--- src/rtl/cart_pkg.sv ---
`default_nettype none
// +----------------------------------------------------------------------------+
// | cart_pkg : shared mapper modes, mirroring and write-FSM state encoding     |
// | Rev 1.0  : initial release                                                 |
// +----------------------------------------------------------------------------+
package cart_pkg;

  localparam int MODE_NROM  = 0;
  localparam int MODE_CNROM = 1;
  localparam int MODE_UNROM = 2;
  localparam int MODE_GXROM = 3;

  localparam int MIRROR_VERT  = 0;
  localparam int MIRROR_HORIZ = 1;

  typedef enum logic [1:0] {
    ST_IDLE = 2'd0,
    ST_WAIT = 2'd1,
    ST_HOLD = 2'd2
  } wr_state_t;

endpackage
`default_nettype wire

--- src/rtl/cart_wr_commit.sv ---
`default_nettype none
// +----------------------------------------------------------------------------+
// | cart_wr_commit : one register commit per CPU write access                  |
// | Optional CART_BUS_CONFLICT_EN: commit data is ANDed with the ROM byte.     |
// | Rev 1.0  : initial release                                                 |
// +----------------------------------------------------------------------------+
module cart_wr_commit
  import cart_pkg::*;
#(
  parameter int MODE = MODE_CNROM
) (
  input  logic        clk_sys,
  input  logic        rst_n,
  input  logic        i_wr,
  input  logic [7:0]  i_data,
  input  logic [14:0] i_addr,
  input  logic [7:0]  i_rom_d,
  output logic        o_commit,
  output logic [7:0]  o_data,
  output logic        o_cap_active,
  output logic [14:0] o_cap_addr
);

  localparam bit c_wr_en = (MODE != MODE_NROM);

  logic      r_wr_d;
  logic      w_rise;
  wr_state_t r_state;
  wr_state_t w_state_nxt;

  // r_wr_d resets high so a write held through reset release is not an edge
  assign w_rise = c_wr_en && i_wr && !r_wr_d;

  always_ff @(posedge clk_sys) begin
    if (!rst_n) begin
      r_wr_d  <= 1'b1;
      r_state <= ST_IDLE;
    end else begin
      r_wr_d  <= i_wr;
      r_state <= w_state_nxt;
    end
  end

  always_comb begin
    w_state_nxt = r_state;
    o_commit    = 1'b0;
    case (r_state)
      ST_IDLE: begin
        if (w_rise) begin
`ifdef CART_BUS_CONFLICT_EN
          w_state_nxt = ST_WAIT;
`else
          w_state_nxt = ST_HOLD;
          o_commit    = 1'b1;
`endif
        end
      end
      ST_WAIT: begin
        o_commit    = 1'b1;
        w_state_nxt = i_wr ? ST_HOLD : ST_IDLE;
      end
      ST_HOLD: begin
        if (!i_wr) w_state_nxt = ST_IDLE;
      end
      default: w_state_nxt = ST_IDLE;
    endcase
  end

`ifdef CART_BUS_CONFLICT_EN
  logic [7:0]  r_cap_d;
  logic [14:0] r_cap_a;

  always_ff @(posedge clk_sys) begin
    if (!rst_n) begin
      r_cap_d <= 8'h00;
      r_cap_a <= 15'h0000;
    end else if (r_state == ST_IDLE && w_rise) begin
      r_cap_d <= i_data;
      r_cap_a <= i_addr;
    end
  end

  // WAIT re-presents the captured address so the ROM byte matches the write
  assign o_data       = r_cap_d & i_rom_d;
  assign o_cap_active = (r_state == ST_WAIT);
  assign o_cap_addr   = r_cap_a;
`else
  logic w_unused;
  assign w_unused     = ^i_rom_d;
  assign o_data       = i_data;
  assign o_cap_active = 1'b0;
  assign o_cap_addr   = i_addr;
`endif

endmodule
`default_nettype wire

--- src/rtl/cart_discrete.sv ---
`default_nettype none
// +----------------------------------------------------------------------------+
// | cart_discrete : NROM / CNROM / UNROM / GxROM discrete-logic mapper         |
// | Optional CART_BUS_CONFLICT_EN enables bus-conflict emulation.              |
// | Rev 1.0  : initial release                                                 |
// +----------------------------------------------------------------------------+
module cart_discrete
  import cart_pkg::*;
#(
  parameter int MODE       = MODE_CNROM,
  parameter int PRG_BANK_W = 3,
  parameter int CHR_BANK_W = 2,
  parameter int MIRROR     = MIRROR_VERT
) (
  input  logic                    clk_sys,
  input  logic                    rst_n,
  output logic                    rst_out,
  input  logic                    prg_nce_in,
  input  logic [14:0]             prg_a_in,
  input  logic                    prg_r_nw_in,
  input  logic [7:0]              prg_d_in,
  output logic [7:0]              prg_d_out,
  output logic [PRG_BANK_W+13:0]  prg_rom_a,
  input  logic [7:0]              prg_rom_d,
  input  logic [13:0]             chr_a_in,
  input  logic                    chr_r_nw_in,
  input  logic [7:0]              chr_d_in,
  output logic [7:0]              chr_d_out,
  output logic [CHR_BANK_W+12:0]  chr_rom_a,
  input  logic [7:0]              chr_rom_d,
  output logic                    chr_ram_we,
  output logic                    ciram_nce_out,
  output logic                    ciram_a10_out
);

  logic                   w_wr;
  logic                   w_commit;
  logic                   w_cap_active;
  logic [7:0]             w_cdata;
  logic [14:0]            w_cap_addr;
  logic [14:0]            w_cpu_a;
  logic [PRG_BANK_W-1:0]  r_prg_bank;
  logic [PRG_BANK_W-1:0]  w_prg_load;
  logic [CHR_BANK_W-1:0]  r_chr_bank;
  logic [CHR_BANK_W-1:0]  w_chr_load;
  logic [PRG_BANK_W+7:0]  w_d_prg_ext;
  logic [PRG_BANK_W+7:0]  w_gx_prg_ext;
  logic [CHR_BANK_W+7:0]  w_d_chr_ext;
  logic [CHR_BANK_W+7:0]  w_gx_chr_ext;
  logic [PRG_BANK_W+14:0] w_a_ext;
  logic                   w_unused;

  assign rst_out = ~rst_n;
  assign w_wr    = ~prg_nce_in & ~prg_r_nw_in;

  cart_wr_commit #(
    .MODE (MODE)
  ) u_wr_commit (
    .clk_sys      (clk_sys),
    .rst_n        (rst_n),
    .i_wr         (w_wr),
    .i_data       (prg_d_in),
    .i_addr       (prg_a_in),
    .i_rom_d      (prg_rom_d),
    .o_commit     (w_commit),
    .o_data       (w_cdata),
    .o_cap_active (w_cap_active),
    .o_cap_addr   (w_cap_addr)
  );

  assign w_cpu_a = w_cap_active ? w_cap_addr : prg_a_in;

  // Zero-extended views keep field slicing legal for any bank width
  assign w_d_prg_ext  = {{PRG_BANK_W{1'b0}}, w_cdata};
  assign w_gx_prg_ext = {{PRG_BANK_W{1'b0}}, 5'b00000, w_cdata[5:4], 1'b0};
  assign w_d_chr_ext  = {{CHR_BANK_W{1'b0}}, w_cdata};
  assign w_gx_chr_ext = {{CHR_BANK_W{1'b0}}, 6'b000000, w_cdata[1:0]};
  assign w_a_ext      = {{PRG_BANK_W{1'b0}}, w_cpu_a};

  if (MODE == MODE_UNROM) begin : g_unrom
    assign w_prg_load = w_d_prg_ext[PRG_BANK_W-1:0];
    assign w_chr_load = '0;
    assign prg_rom_a  = w_cpu_a[14] ? {{PRG_BANK_W{1'b1}}, w_cpu_a[13:0]}
                                    : {r_prg_bank, w_cpu_a[13:0]};
  end else if (MODE == MODE_GXROM) begin : g_gxrom
    assign w_prg_load = w_gx_prg_ext[PRG_BANK_W-1:0];
    assign w_chr_load = w_gx_chr_ext[CHR_BANK_W-1:0];
    assign prg_rom_a  = {r_prg_bank[PRG_BANK_W-1:1], w_cpu_a};
  end else if (MODE == MODE_CNROM) begin : g_cnrom
    assign w_prg_load = '0;
    assign w_chr_load = w_d_chr_ext[CHR_BANK_W-1:0];
    assign prg_rom_a  = w_a_ext[PRG_BANK_W+13:0];
  end else begin : g_nrom
    assign w_prg_load = '0;
    assign w_chr_load = '0;
    assign prg_rom_a  = w_a_ext[PRG_BANK_W+13:0];
  end

  always_ff @(posedge clk_sys) begin
    if (!rst_n) begin
      r_prg_bank <= '0;
      r_chr_bank <= '0;
    end else if (w_commit) begin
      r_prg_bank <= w_prg_load;
      r_chr_bank <= w_chr_load;
    end
  end

  assign chr_rom_a     = {r_chr_bank, chr_a_in[12:0]};
  assign chr_ram_we    = (MODE == MODE_UNROM) && !chr_r_nw_in && !chr_a_in[13];
  assign prg_d_out     = prg_nce_in  ? 8'h00 : prg_rom_d;
  assign chr_d_out     = chr_a_in[13] ? 8'h00 : chr_rom_d;
  assign ciram_nce_out = ~chr_a_in[13];
  assign ciram_a10_out = (MIRROR == MIRROR_HORIZ) ? chr_a_in[11] : chr_a_in[10];

  assign w_unused = ^{chr_d_in, r_prg_bank, w_d_prg_ext, w_gx_prg_ext,
                      w_d_chr_ext, w_gx_chr_ext, w_a_ext};

endmodule
`default_nettype wire
--- config.mk ---
export PLATFORM = sky130hd
export DESIGN_NAME = cart_discrete
export DESIGN_NICKNAME = d
export VERILOG_FILES = /design/src/rtl/cart_pkg.sv /design/src/rtl/cart_wr_commit.sv /design/src/rtl/cart_discrete.sv
export SDC_FILE = /design/constraint.sdc
export NUM_CORES = 1
export LEC_CHECK = 0
export CAP_MARGIN = 20
export CORE_MARGIN = 2
export CORE_UTILIZATION = 15
export DETAILED_ROUTE_END_ITERATION = 8
export GPL_ROUTABILITY_DRIVEN = 0
export PLACE_DENSITY = 0.84
export SYNTH_ARGS = -nofsm -noshare
export SYNTH_HDL_FRONTEND = slang
export SYNTH_SLANG_ARGS = --single-unit
--- constraint.sdc ---
create_clock -name clk_sys -period 0.9 [get_ports clk_sys]
set_input_delay 0.18 -clock clk_sys [delete_from_list [all_inputs] [get_ports clk_sys]]
set_output_delay 0.18 -clock clk_sys [all_outputs]
set_load 0.1 [all_outputs]
run_1/layers.png
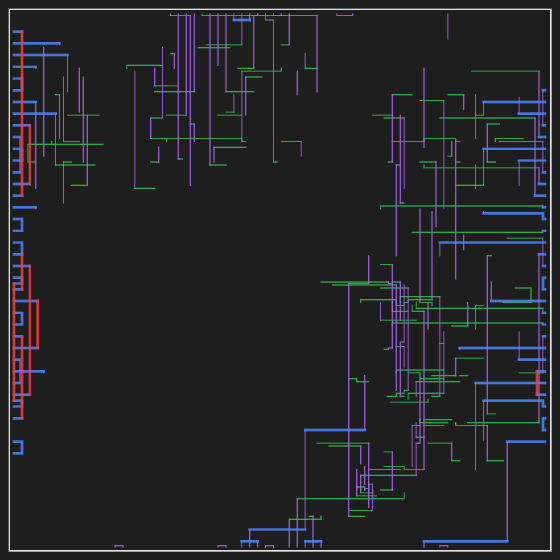
legend:
  purple:
    layer: M2
    wire_length: 739 um
  red:
    layer: M4
    wire_length: 76.2 um
  green:
    layer: M1
    wire_length: 437 um
  blue:
    layer: M3
    wire_length: 191 um
detail-routed net length per standard cell: 10.7 um
DRT Wirelength: 1.44 mm

run_1/route_heat.png
13 x 13 tiles, from black (low) to pale yellow (high), scaled to the fullest tile. Values are wire area over tile area, all layers added.
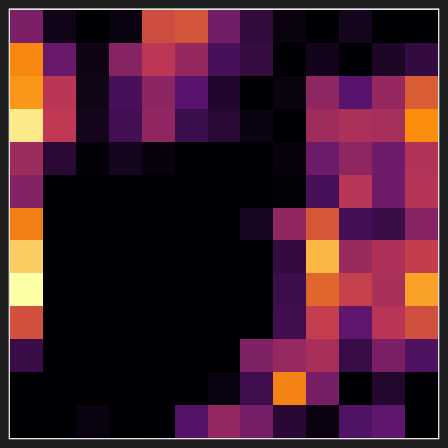
densest ninth of the die: right middle
fullest tile: 0.33
mean over tiles: 0.066
emptiest ninth of the die: middle
tiles over half the peak: 12%
routed vias: 478
overall track demand over capacity in global routing: 0.0744

==> flow_metrics.py, run 1 <==
# Synthesis and PnR figures
metrics = {
    "status": {
        "violations": "setup timing",
        "status": "finished, violations left",
    },
    "setup_path": {
        "timing.critical_path.cells": "buf_12",
        "timing.critical_path.required_ns": 0.72,
    },
    "yosys": {
        "post_synth_aoi_oai_area": 0.0387,
        "multiplexer_area_fraction_after_synthesis": 0.0387,
        "cell_types_occupying_the_most_area_after_synthesis": "sky130_fd_sc_hd__buf_4 46%, sky130_fd_sc_hd__nor2b_1 19%, sky130_fd_sc_hd__dfxtp_1 15%",
        "synth_seq_share": 0.155,
        "ys_area_um2": 517,
        "synth-simple-area-share": 0.264,
        "netlist_logic_family_top": "buffers and inverters",
        "synth_flops": 4,
    },
    "final_timing": {
        "final.setup.worst_slack_ns": -0.0393,
        "hold_violations": 0,
        "grt_setup_unrepaired": "yes",
        "report.final.setup_viol": 15,
    },
    "die": {
        "die-width_um": 62.7,
        "die-area_um2": 3930,
    },
    "layout": {
        "mostFrequentLayoutCells": "22 x sky130_fd_sc_hd__buf_12, 16 x sky130_fd_sc_hd__nor2b_4, 15 x sky130_fd_sc_hd__dlygate4sd2_1",
    },
    "clocking": {
        "cts_hold_buf": 0,
    },
    "route": {
        "post-route-drc-count": 0,
    },
    "min_path": {
        "holdCritPathClass": "in -> reg",
    },
}
run_1/class_map.png
Scale bar: 20 um. Fill, decap, tap and diode cells in gray.
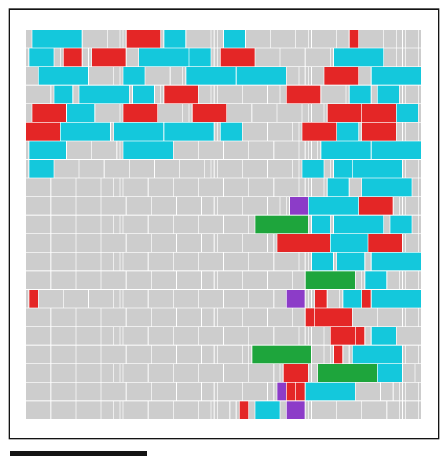
legend:
  red:
    class: remaining logic cells
    cells: 31
    share_of_their_area: 28%
  green:
    class: registers
    cells: 4
    share_of_their_area: 7.8%
  purple:
    class: clock drivers and dummy loads
    cells: 4
    share_of_their_area: 2.3%
  cyan:
    class: remaining buffers and delay cells
    cells: 50
    share_of_their_area: 62%
register fraction of the total cell area: 0.0740
standard cell core area: 3310 um2

run_1/placed.png
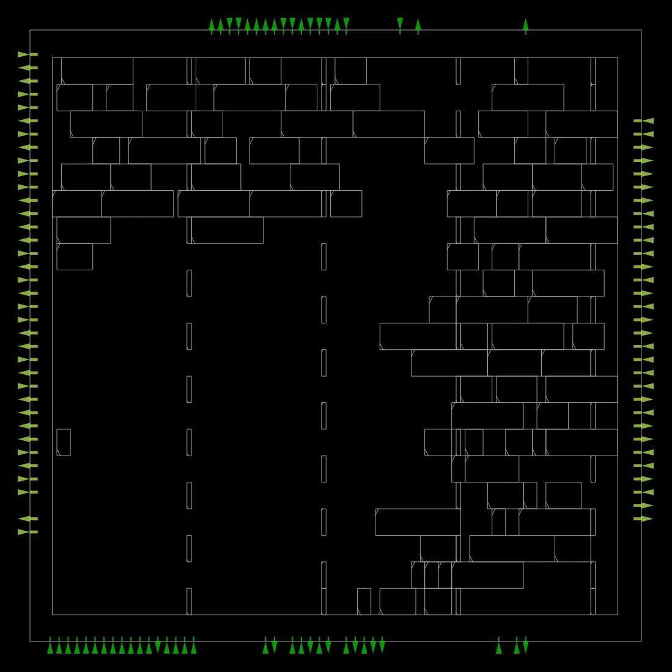
end-of-flow core utilization: 0.362
number of placement rows: 21
tap cells: 46
filler cell count in the final layout: 340

## run 1: cell type report
class | instances | area (um2) | share of cell area
Tap cell | 46 | 57.6 | 0.0480
Multi-Input combinational cell | 28 | 308 | 0.257
Timing Repair Buffer | 50 | 704 | 0.587
Inverter | 3 | 15.0 | 0.0125
Sequential cell | 4 | 88.8 | 0.0740
Clock buffer | 4 | 26.3 | 0.0219
## run 1: cell families after synthesis
group / after synthesis
buf+inv: 36
simple gates: 21
flops: 4
compound gates: 2
mux: 2
other cells: 1
## run 1: final timing paths
kind | startpoint | endpoint | slack, ns | depth (start not counted)
hold reg to reg | r_chr_bank[1] | r_chr_bank[1] | 0.49 | 2
setup reg to reg | u_wr_commit.r_state[1] | r_chr_bank[0] | 0 | 2
setup / recovery | r_chr_bank[0] | chr_rom_a[13] | -0.04 | 1
hold / removal | prg_nce_in | u_wr_commit.r_state[1] | 0.22 | 3
## run 1: registers in the layout, summed over array words and instances (netlist names)
signal               cells
r_chr_bank               2
u_wr_commit.r_state      1
u_wr_commit.r_wr_d       1
## run 1: where the power goes
group	internal [W]	switching (W)	total, W
Clock	0.000167	0.0000880	0.000255
Sequential	0.000181	0.00000777	0.000189
Combinational	0.000334	0.000505	0.000839
## run 1: per-layer routing
| layer | vias up | global-route usage | wire length (um) |
|---|---|---|---|
| met3 | 16 | 0.0324 | 190 |
| met2 | 48 | 0.122 | 739 |
| met5 | - | 0 | 0 |
| met4 | 0 | 0.0861 | 76 |
| met1 | 201 | 0.0621 | 437 |
| li1 | 213 | - | - |
## run 1: timing repair
item	CTS	global route
gates resized	39	2
setup buffers	1	0
pin swaps	1	1
setup endpoints to repair	24	19
## run 1: through the flow
step | worst slack, ns | instances | cell area [um2] | setup TNS (ns) | power (W)
2_1_floorplan | -0.0927 | 68 | 671 | -0.741 | 0.00130
3_3_place_gp | -0.481 | 130 | 1150 | -9.10 | 0.00103
3_5_place_dp | -0.500 | 130 | 1150 | -9.50 | 0.00104
4_1_cts | -0.0650 | 135 | 1200 | -0.393 | 0.00130
5_1_grt | -0.0633 | 135 | 1200 | -0.509 | 0.00133
6_report | -0.0393 | 135 | 1200 | -0.184 | 0.00128
## run 1: cell usage after synthesis, drive strengths merged
library cell	instances
dfxtp	4
nor4	1
a2111oi	1
conb	1
buf	33
o21ai	1
mux2i	2
nand2	4
nor2b	16
inv	3
## run 1: worst reg2reg max path, delay by kind of cell (launching register included)
| kind | cells | cell delay, ns |
|---|---|---|
| flip-flops | 1 | 0.33 |
| AND/OR/NAND/NOR | 1 | 0.29 |
| multiplexers | 1 | 0.21 |
--- run 2 (diff from run 1) ---
--- a/config.mk
+++ b/config.mk
@@ -11,6 +11,7 @@
 export DETAILED_ROUTE_END_ITERATION = 8
 export GPL_ROUTABILITY_DRIVEN = 0
 export PLACE_DENSITY = 0.84
+export SKIP_CTS_REPAIR_TIMING = 1
 export SYNTH_ARGS = -nofsm -noshare
 export SYNTH_HDL_FRONTEND = slang
 export SYNTH_SLANG_ARGS = --single-unit
run_2/class_map.png
Scale bar: 20 um. Fill, decap, tap and diode cells in gray.
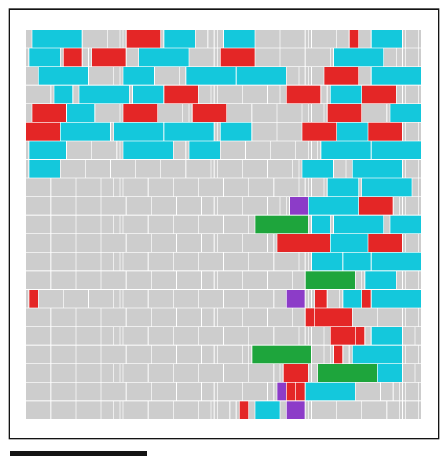
legend:
  cyan:
    class: remaining buffers and delay cells
    cells: 49
    share_of_their_area: 63%
  purple:
    class: clock drivers and dummy loads
    cells: 4
    share_of_their_area: 2.2%
  red:
    class: remaining logic cells
    cells: 31
    share_of_their_area: 27%
  green:
    class: registers
    cells: 4
    share_of_their_area: 7.4%
end-of-flow core utilization: 0.379
Final Instance Area: 1260 um2
register fraction of the total cell area: 0.0707

run_2/layers.png
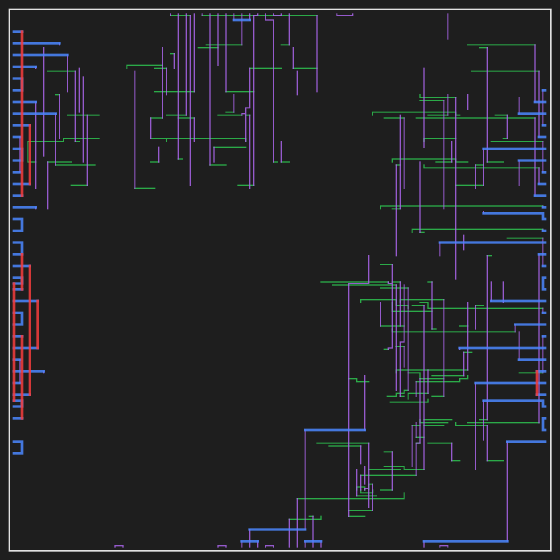
legend:
  red:
    layer: M4
    wire_length: 76.2 um
  green:
    layer: M1
    wire_length: 449 um
  purple:
    layer: M2
    wire_length: 764 um
  blue:
    layer: M3
    wire_length: 188 um
detail-routed net length per standard cell: 11.0 um
routed vias: 473
DRT Wirelength: 1.48 mm

==> run 2 against run 1 <==
  * The flow still finishes with violations (setup timing)
  * Synthesized cell count unchanged
  * Wire length is 2.3% higher
  * Synthesized area unchanged
  * Register-to-register slack worse by 0.06 ns
  * Non-clock buffer count fell by 1
  * First-iteration DRC count is 38% higher
  * Critical path depth increased by 1
  * Critical path type is now reg -> reg
  * Clock-buffer cell count did not move
  * Sequential power barely moved
  * Hold slack better by 0.0098 ns
  * Global-route usage did not move
==> flow_metrics.py, run 2 <==
# Synthesis and PnR figures
metrics = {
    "status": {
        "status": "finished, violations left",
        "violations": "setup timing",
    },
    "final_timing": {
        "min_period_over_period": 1.07,
        "timing_max_transition_violations_final": 0,
        "report.final.setup_viol": 17,
        "hold_violations": 0,
        "final.setup.worst_slack_ns": -0.0598,
        "final.setup_skew_ns": 0.00465,
        "grt_setup_unrepaired": "yes",
    },
    "yosys": {
        "synth-simple-area-share": 0.264,
        "synth_async_sr_flop_share": 0,
        "yosysTopAreaCell": "sky130_fd_sc_hd__buf_4",
        "multiplexer_area_fraction_after_synthesis": 0.0387,
        "post_synth_aoi_oai_area": 0.0387,
        "enable_flop_cells": 0,
        "synth_seq_share": 0.155,
        "synth_flops": 4,
        "synth.top_cells.by_count": "32 x sky130_fd_sc_hd__buf_4, 16 x sky130_fd_sc_hd__nor2b_1, 4 x sky130_fd_sc_hd__dfxtp_1, 4 x sky130_fd_sc_hd__nand2_1",
        "syn-instance-count": 66,
        "synth_flop_type": "sky130_fd_sc_hd__dfxtp_1",
        "netlist_logic_family_top": "buffers and inverters",
        "top_cell": "sky130_fd_sc_hd__buf_4",
        "cell_types_occupying_the_most_area_after_synthesis": "sky130_fd_sc_hd__buf_4 46%, sky130_fd_sc_hd__nor2b_1 19%, sky130_fd_sc_hd__dfxtp_1 15%",
    },
    "setup_path": {
        "timing.critical_path.required_ns": 1.07,
        "timing.critical_path.cells": "nor4_4 -> mux2i_1",
        "cp-start-kind": "register",
    },
    "power_and_ir_drop": {
        "p_total_w": 0.00129,
    },
    "grt": {
        "largest_net_degree_at_the_start_of_global_routing": 8,
        "globalRouteOverflowTotal": 0,
        "grt_use_total": 0.0744,
    },
    "route": {
        "post-route-drc-count": 0,
        "antenna_viol_nets_final": 0,
    },
    "place": {
        "dpl_cells": 130,
    },
    "layout": {
        "largest_register_ff_count": 2,
        "layout_net_count": 155,
        "stdcell_count": 134,
        "fillers": 324,
        "register_ranked_first_by_flip_flop_count": "r_chr_bank",
        "layout_top_registers": "r_chr_bank (2), u_wr_commit.r_state (1), u_wr_commit.r_wr_d (1)",
        "mostFrequentLayoutCells": "22 x sky130_fd_sc_hd__buf_12, 18 x sky130_fd_sc_hd__dlymetal6s2s_1, 16 x sky130_fd_sc_hd__nor2b_4",
    },
    "die": {
        "core_region_area_um2": 3310,
        "placementRows": 21,
        "die-width_um": 62.7,
        "die-area_um2": 3930,
    },
    "clocking": {
        "cts_tree": "built",
        "cts_buffers": 3,
    },
    "min_path": {
        "holdCritPathClass": "in -> reg",
    },
    "job": {
        "total_number_of_warnings_across_the_stage_logs": 43,
    },
}
[run 2: power by group]
group | total, W | switching [W] | internal (W)
Combinational | 0.000849 | 0.000505 | 0.000344
Sequential | 0.000189 | 0.00000764 | 0.000181
Clock | 0.000255 | 0.0000881 | 0.000167
Total | 0.00129 | 0.000600 | 0.000693
[run 2: stage by stage]
step / cell area, um2 / util / setup WS [ns] / setup TNS, ns / hold slack (ns)
6_report: 1260 / 0.379 / -0.0598 / -0.347 / 0.227
5_1_grt: 1260 / 0.379 / -0.106 / -0.661 / 0.219
4_1_cts: 1180 / 0.356 / -0.503 / -8.66 / 0.361
3_5_place_dp: 1150 / 0.348 / -0.500 / -9.50 / 0.361
3_3_place_gp: 1150 / 0.348 / -0.481 / -9.10 / 0.361
2_1_floorplan: 671 / - / -0.0927 / -0.741 / 0.249
[run 2: cell families (layout without fill, tap and decap cells)]
kind of cell / Yosys count / in the layout
compound gates: 2 / 2
buf+inv: 36 / 56
flops: 4 / 4
mux: 2 / 2
other cells: 1 / 3
simple gates: 21 / 21
[run 2: final timing paths]
path	end	slack [ns]	depth (start not counted)	startpoint
worst min register to register	r_chr_bank[1]	0.49	2	r_chr_bank[1]
worst max-delay path	r_chr_bank[0]	-0.06	2	u_wr_commit.r_state[1]
worst max register to register	r_chr_bank[0]	-0.06	2	u_wr_commit.r_state[1]
worst min-delay path	r_chr_bank[1]	0.23	3	prg_nce_in
[run 2: final cells by class]
type | instances | area, um2 | area share
inverter | 3 | 15.0 | 0.0120
sequential | 4 | 88.8 | 0.0707
multi-input combinational | 28 | 308 | 0.245
tap | 46 | 57.6 | 0.0458
timing repair buffer | 49 | 761 | 0.606
clock buffer | 4 | 26.3 | 0.0209
[run 2: metal layers]
| layer | global-route usage | wire length [um] | vias up |
|---|---|---|---|
| met4 | 0.0861 | 76 | 0 |
| met3 | 0.0324 | 187 | 16 |
| met1 | 0.0632 | 448 | 200 |
| li1 | - | - | 209 |
| met2 | 0.121 | 763 | 48 |
| met5 | 0 | 0 | - |
[run 2: worst max-delay path, delay by kind of cell, from the launching register on]
kind,cells,cell delay [ns]
and+or+nand+nor,1,0.35
DFF,1,0.33
muxes,1,0.21
Power figures rest on the tool's default switching activity, not on a simulated workload.
